===== src/rtl/uart_pkg.sv =====
// -----------------------------------------------------------------------------
// uart_pkg
// Shared definitions for the push-button UART transmitter and the planned
// receiver: line state encoding, frame geometry, default baud divisor and the
// helper that sizes the baud counter.
// -----------------------------------------------------------------------------
package uart_pkg;

  typedef enum logic [1:0] {
    IDLE  = 2'd0,
    START = 2'd1,
    DATA  = 2'd2,
    STOP  = 2'd3
  } uart_state_e;

  localparam int DATA_BITS        = 8;
  localparam int FRAME_BITS       = 10;   // start + 8 data + stop
  localparam int CLKS_PER_BIT_DEF = 868;  // 100 MHz / 115200

  // Width needed for a counter running 0..n-1, i.e. ceil(log2(n)), never below 1.
  function automatic int cnt_width(input int n);
    int w;
    w = 1;
    while ((1 << w) < n) begin
      w = w + 1;
    end
    return w;
  endfunction

endpackage


===== src/rtl/uart_baud_cnt.sv =====
// -----------------------------------------------------------------------------
// uart_baud_cnt
// Free-running bit-period counter, 0..CLKS_PER_BIT-1, with a synchronous clear.
// Shared between the transmitter and the planned receiver.
//   clk       in   system clock
//   rst       in   synchronous active-high reset
//   clr_i     in   synchronous clear, holds the count at zero
//   cnt_o     out  current count
//   bit_end_o out  high on the last cycle of a bit period
// -----------------------------------------------------------------------------
module uart_baud_cnt
  import uart_pkg::*;
#(
  parameter int CLKS_PER_BIT = CLKS_PER_BIT_DEF
) (
  input  logic                                 clk,
  input  logic                                 rst,
  input  logic                                 clr_i,
  output logic [cnt_width(CLKS_PER_BIT)-1:0]   cnt_o,
  output logic                                 bit_end_o
);

  localparam int               CNT_W = cnt_width(CLKS_PER_BIT);
  localparam logic [CNT_W-1:0] LAST  = CNT_W'(CLKS_PER_BIT - 1);

  logic [CNT_W-1:0] cnt_q;

  // Bit-period counter: wraps at LAST so consecutive bits need no explicit clear.
  always_ff @(posedge clk) begin
    if (rst || clr_i) begin
      cnt_q <= '0;
    end else if (cnt_q == LAST) begin
      cnt_q <= '0;
    end else begin
      cnt_q <= cnt_q + CNT_W'(1);
    end
  end

  assign cnt_o     = cnt_q;
  assign bit_end_o = (cnt_q == LAST);

endmodule


===== src/rtl/pb_uart_tx.sv =====
// -----------------------------------------------------------------------------
// pb_uart_tx
// Sends one 8N1 UART frame for every single-cycle request pulse coming from the
// push-button debouncer. One further request can be buffered while a frame is
// on the line; any request beyond that is dropped and flagged as overrun.
//   clk      in   system clock
//   rst      in   synchronous active-high reset
//   send     in   one-cycle request pulse
//   din      in   byte to transmit, sampled when send=1
//   tx       out  serial line, idle high
//   busy     out  frame in progress or request pending
//   done     out  one-cycle pulse on the last stop-bit cycle
//   overrun  out  sticky, a request was dropped (cleared by rst only)
// -----------------------------------------------------------------------------
module pb_uart_tx
  import uart_pkg::*;
#(
  parameter int CLKS_PER_BIT = CLKS_PER_BIT_DEF,
  parameter int DATA_W       = DATA_BITS
) (
  input  logic              clk,
  input  logic              rst,
  input  logic              send,
  input  logic [DATA_W-1:0] din,
  output logic              tx,
  output logic              busy,
  output logic              done,
  output logic              overrun
);

  localparam int               CNT_W    = cnt_width(CLKS_PER_BIT);
  // One cycle before the bit boundary; lets done be registered yet land on
  // the final stop cycle.
  localparam logic [CNT_W-1:0] NEAR_END = CNT_W'(CLKS_PER_BIT - 2);
  localparam logic [2:0]       LAST_BIT = 3'(DATA_W - 1);

  uart_state_e       state_q;
  logic [DATA_W-1:0] shift_q;
  logic [DATA_W-1:0] pend_byte_q;
  logic              pending_q;
  logic [2:0]        bit_idx_q;
  logic              tx_q;
  logic              busy_q;
  logic              done_q;
  logic              overrun_q;

  logic [CNT_W-1:0]  cnt_s;
  logic              bit_end_s;
  logic              cnt_clr_s;

  // Counter is parked at zero while idle, so every frame starts on a clean period.
  assign cnt_clr_s = (state_q == IDLE);

  uart_baud_cnt #(
    .CLKS_PER_BIT (CLKS_PER_BIT)
  ) u_baud (
    .clk       (clk),
    .rst       (rst),
    .clr_i     (cnt_clr_s),
    .cnt_o     (cnt_s),
    .bit_end_o (bit_end_s)
  );

  // Frame FSM with registered line/status outputs and the one-deep request buffer.
  always_ff @(posedge clk) begin
    if (rst) begin
      state_q     <= IDLE;
      shift_q     <= '0;
      pend_byte_q <= '0;
      pending_q   <= 1'b0;
      bit_idx_q   <= 3'd0;
      tx_q        <= 1'b1;
      busy_q      <= 1'b0;
      done_q      <= 1'b0;
      overrun_q   <= 1'b0;
    end else begin
      done_q <= (state_q == STOP) && (cnt_s == NEAR_END);

      case (state_q)
        IDLE: begin
          bit_idx_q <= 3'd0;
          if (send) begin
            shift_q <= din;
            state_q <= START;
            tx_q    <= 1'b0;
            busy_q  <= 1'b1;
          end else begin
            tx_q    <= 1'b1;
            busy_q  <= 1'b0;
          end
        end

        START: begin
          busy_q <= 1'b1;
          if (bit_end_s) begin
            state_q   <= DATA;
            bit_idx_q <= 3'd0;
            tx_q      <= shift_q[0];
          end
        end

        DATA: begin
          busy_q <= 1'b1;
          if (bit_end_s) begin
            if (bit_idx_q == LAST_BIT) begin
              state_q <= STOP;
              tx_q    <= 1'b1;
            end else begin
              // tx takes the next bit directly since shift_q updates on this edge too
              shift_q   <= shift_q >> 1;
              bit_idx_q <= bit_idx_q + 3'd1;
              tx_q      <= shift_q[1];
            end
          end
        end

        STOP: begin
          busy_q <= 1'b1;
          if (bit_end_s) begin
            // A request arriving exactly now is chained as well: no idle gap.
            if (pending_q || send) begin
              state_q <= START;
              tx_q    <= 1'b0;
              shift_q <= pending_q ? pend_byte_q : din;
            end else begin
              state_q <= IDLE;
              tx_q    <= 1'b1;
              busy_q  <= 1'b0;
            end
          end
        end

        default: begin
          state_q <= IDLE;
          tx_q    <= 1'b1;
          busy_q  <= pending_q;
        end
      endcase

      // Request buffering while a frame occupies the line.
      if (state_q != IDLE) begin
        if ((state_q == STOP) && bit_end_s) begin
          // Buffered byte leaves now; a simultaneous request refills the slot.
          if (pending_q) begin
            pending_q <= send;
            if (send) begin
              pend_byte_q <= din;
            end
          end
        end else if (send) begin
          if (pending_q) begin
            overrun_q <= 1'b1;
          end else begin
            pending_q   <= 1'b1;
            pend_byte_q <= din;
          end
        end
      end
    end
  end

  assign tx      = tx_q;
  assign busy    = busy_q;
  assign done    = done_q;
  assign overrun = overrun_q;

endmodule


===== config.mk =====
export PLATFORM = sky130hd
export DESIGN_NAME = pb_uart_tx
export DESIGN_NICKNAME = d
export VERILOG_FILES = /design/src/rtl/uart_pkg.sv /design/src/rtl/uart_baud_cnt.sv /design/src/rtl/pb_uart_tx.sv
export SDC_FILE = /design/constraint.sdc
export NUM_CORES = 1
export LEC_CHECK = 0
export CORE_UTILIZATION = 55
export CTS_CLUSTER_DIAMETER = 100
export CTS_CLUSTER_SIZE = 40
export DETAILED_ROUTE_END_ITERATION = 6
export GPL_TIMING_DRIVEN = 0
export PLACE_DENSITY = 0.8
export SYNTH_ARGS = -nofsm -noshare
export SYNTH_HDL_FRONTEND = slang
export SYNTH_HIERARCHICAL = 1
export SYNTH_SLANG_ARGS = --single-unit

===== constraint.sdc =====
create_clock -name clk -period 4.4 [get_ports clk]
set_input_delay 0.88 -clock clk [delete_from_list [all_inputs] [get_ports clk]]
set_output_delay 0.88 -clock clk [all_outputs]
set_load 0.05 [all_outputs]

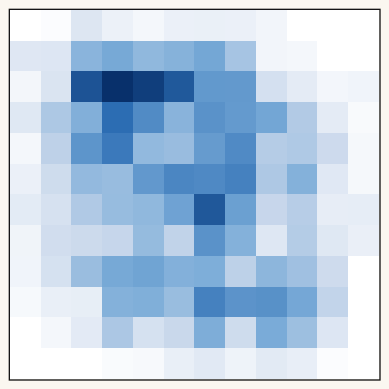
**Above:** signal metal coverage by tile.
Drawn at 6 px/µm. The die is cut into 12 by 12 equal tiles; white is low, dark blue is high, scaled to the fullest tile. Values are wire area over tile area, all layers added.
nearly empty tiles: 11%
fullest tile: 0.59
mean over tiles: 0.17
tiles over half the peak: 22%
routed wire length per instance: 14.7 µm
Post-Route WL: 4100 µm
Total Routing Usage GR: 0.244
overall via count from detail_route: 1,634

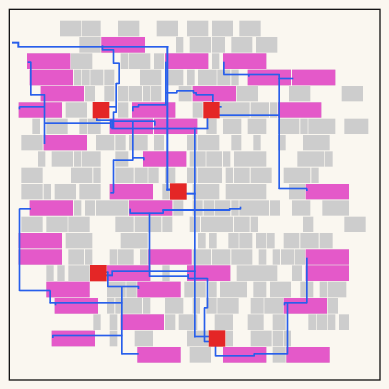
**Above:** clock distribution.
Drawn at 6 px/µm.
legend:
  clock wires:
    colour: blue
    length: 446 µm
  cells driving clock nets:
    colour: red
    count: 5
  flip-flops:
    colour: magenta
    count: 36
routed clock nets: 6
clock tree skew after final layout: 10.2 ps
clock network power share: 0.161

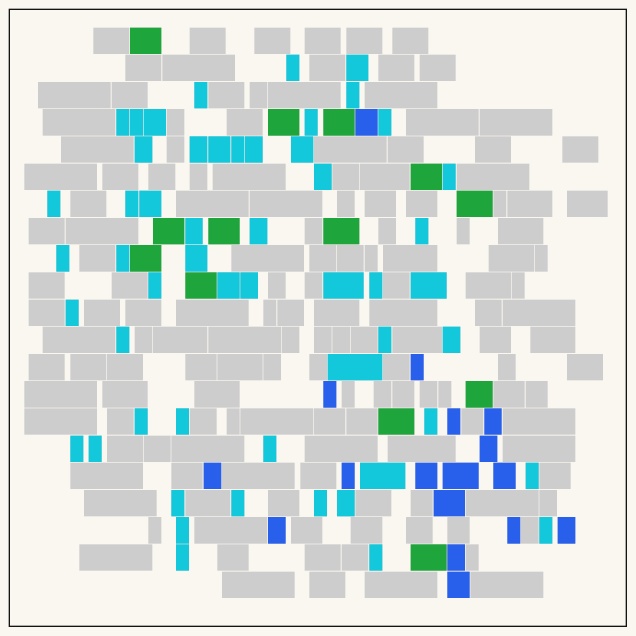
**Above:** logic cells by family.
Drawn at 10 px/µm.
legend:
  AND-OR and OR-AND gates:
    colour: green
    cells: 13
    most_used: a22o_1
  NOR gates:
    colour: cyan
    cells: 53
    most_used: nor2_1
  NAND gates:
    colour: blue
    cells: 17
    most_used: nand3_1

==> results.toml <==
# implementation run metrics
[clocking]
cts_tree = "done"
clock_tree.buffer_depth = 2
cts.repair_timing.setup_buffer_count = 0
clk_transition_reported_paths_ps = 100
post_cts_hold_buffer_count = 0
clock_latency_on_the_worst_skew_pair_ps = 340
cts-htree-levels = 2

[setup_path]
crit_slowest_cell = "sky130_fd_sc_hd__clkdlybuf4s50_1"
cp.required_ps = 3520
r2r_start = "u_baud/cnt_o[4]"
timing_worst_setup_path_type = "flip-flop to output pin"
r2r_slack_ps = 2220
r2r_end = "shift_q[0]"
critPathCaptureType = "output pin"
worstPathCellList = "clkdlybuf4s50_1"
timing.critical_path.arrival_ps = 1500
critical_path.n_buffers_inverters = 1
critPathTopFamily = "buffers and inverters"
critical_path.max_fanout = 2
cp-start-kind = "flip-flop"
timing.reg2reg.worst_path_depth = 7

[place]
placement.setup.worst_slack_ps = 1760
place.gp.congestion = 0.813
dpl.hpwl_um = 2910

[logic_synthesis]
common_cells = "sky130_fd_sc_hd__dfxtp_1, sky130_fd_sc_hd__nor2_1, sky130_fd_sc_hd__mux2i_1"
fp_nets = 232
most_common_cell = "sky130_fd_sc_hd__dfxtp_1"
synth.avg_cell_area_um2 = 9.20
syn-cell-area_um2 = 1950
synth.largest_area_cell = "sky130_fd_sc_hd__dfxtp_1"
top_cells_by_area = "sky130_fd_sc_hd__dfxtp_1, sky130_fd_sc_hd__mux2i_1, sky130_fd_sc_hd__nor2_1"
yosys_warnings = 6
yosysTopAreaCellShare = 0.369
postSynth.asyncResetShare = 0
yosys.cell_types.count = 54
count_of_library_flops_with_an_enable_pin = 0

[timing]
setup_total_negative_slack_ps = 0
achievable-frequency_mhz = 420
timing.final.crit_share = 0.541
worst_hold_margin_ps = 498
timing.final.setup_violations = 0
timing.final.max_slew_violations = 0
setup_repair_after_global_routing_missed_its_margin = "false"
hold_viol = 0
max-slew-margin-rel = 0.578
layout_min_cycle_time_ps = 2380
worst-slew-pin-transition_ps = 631

[final_layout]
top_layout_cells = "sky130_fd_sc_hd__dfxtp_1, sky130_fd_sc_hd__nor2_1, sky130_fd_sc_hd__mux2i_1, sky130_fd_sc_hd__clkdlybuf4s50_1, sky130_fd_sc_hd__a21oi_1"
fin_nets = 253
antennaDiodeCount = 0
instances_no_fill = 279
area_delta_synth_final_pct = 13.5

[status]
run_status = "finished clean"

[grt]
antenna_found_initial = 0
grt_start_max_net_pins = 11
gr-usage-met2 = 0.375
grt.met1_usage = 0.336
global_route.overflow_total = 0

[routing]
m1WireLength_um = 2040
avgViaCountPerCell = 5.86
detail-route-antenna-nets = 0
drtPass1Iterations = 4
met3WireLength_um = 200
route.detailed.drc = 0
top_layer_used = "met4"
drtIter0Drc = 139
routed-wl-met2_um = 1800

[die]
die-width_um = 61.6
die_area_um2 = 3790
initCoreUtil = 0.580
coreArea_um2 = 3360
rows = 21

[worst_hold_path]
worstHoldPathCells = 1
worstHoldEndpoint = "tx"
worst_hold_startpoint = "tx"

[power]
leakagePower_nw = 0.837

[run]
warning_count = 31
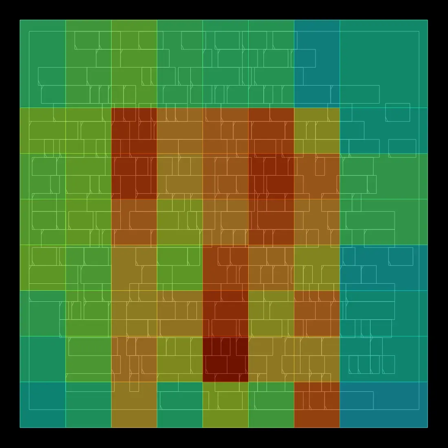
**Above:** congestion heat map.
global routing's busiest layer: met2
met3 capacity usage during global routing: 0.0483
end-of-flow core utilization: 0.658

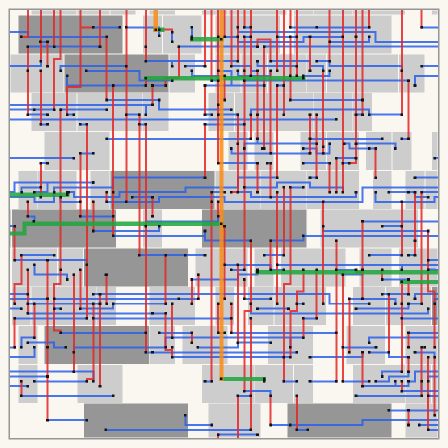
**Above:** close-up of the layout.
Region (16, 3) to (46, 33) µm. Cells in grey, sequential cells in the stronger grey; small squares are vias.
legend:
  met2:
    colour: red
  met3:
    colour: green
  met4:
    colour: orange
  met1:
    colour: blue
netlist names of flops here include: `u_baud/cnt_o` (4)
sequential cells in the window: 9
cells with their middle in the window: 76
most frequent: nor2_1 (10), dfxtp_1 (9), nand2_1 (4)

-- where the power goes --
| group | total [W] | switching, W | internal [W] |
|---|---|---|---|
| clock | 0.000199 | 0.000109 | 0.0000906 |
| combinational | 0.000596 | 0.000342 | 0.000254 |
| sequential | 0.000444 | 0.0000501 | 0.000394 |
-- cell families (layout without fill, tap and decap cells) --
family | count (synthesis) | count (layout) | synth area share
AOI/OAI and AO/OA | 47 | 47 | 0.196
xor gates and xnor gates | 5 | 5 | 0.0224
adders and majority gates | 9 | 9 | 0.0577
buffers and inverters | 19 | 40 | 0.0488
DFF | 36 | 36 | 0.369
muxes | 18 | 18 | 0.0924
and+or+nand+nor | 78 | 78 | 0.214
-- through the flow --
step	cell area, µm²	total power (W)
after floorplan	1950	0.000905
after global placement	2150	0.00102
after detailed placement	2150	0.00104
after CTS	2210	0.00124
after global routing	2210	0.00132
final	2210	0.00124
-- final cells by class --
class	count	area [µm²]	share of cell area
multi-input cells	157	1130	0.513
inverters	9	33.8	0.0153
well taps	46	57.6	0.0260
repair buffers	14	140	0.0633
clock buffers	7	65.1	0.0294
flip-flops and latches	36	721	0.326
plain buffers	10	61.3	0.0277
-- flip-flops by register name, summed over array words and instances (netlist names), 2 cells and up --
signal,flops
state_q,2
u_baud/cnt_o,10
shift_q,8
pend_byte_q,8
bit_idx_q,3
-- how the worst max path moves through the flow --
stage                    startpoint  cells past startpoint  slack [ps]             end
CTS                         overrun                      1        2010         overrun
global placement               send                      5        1810      shift_q[4]
floorplan           u_baud/cnt_o[4]                      9        2490  pend_byte_q[3]
detailed placement             send                      5        1760      shift_q[0]
global route        u_baud/cnt_o[4]                      7        1950      shift_q[3]
finish                           tx                      1        2020              tx
Power is estimated from default activity; no workload was simulated.
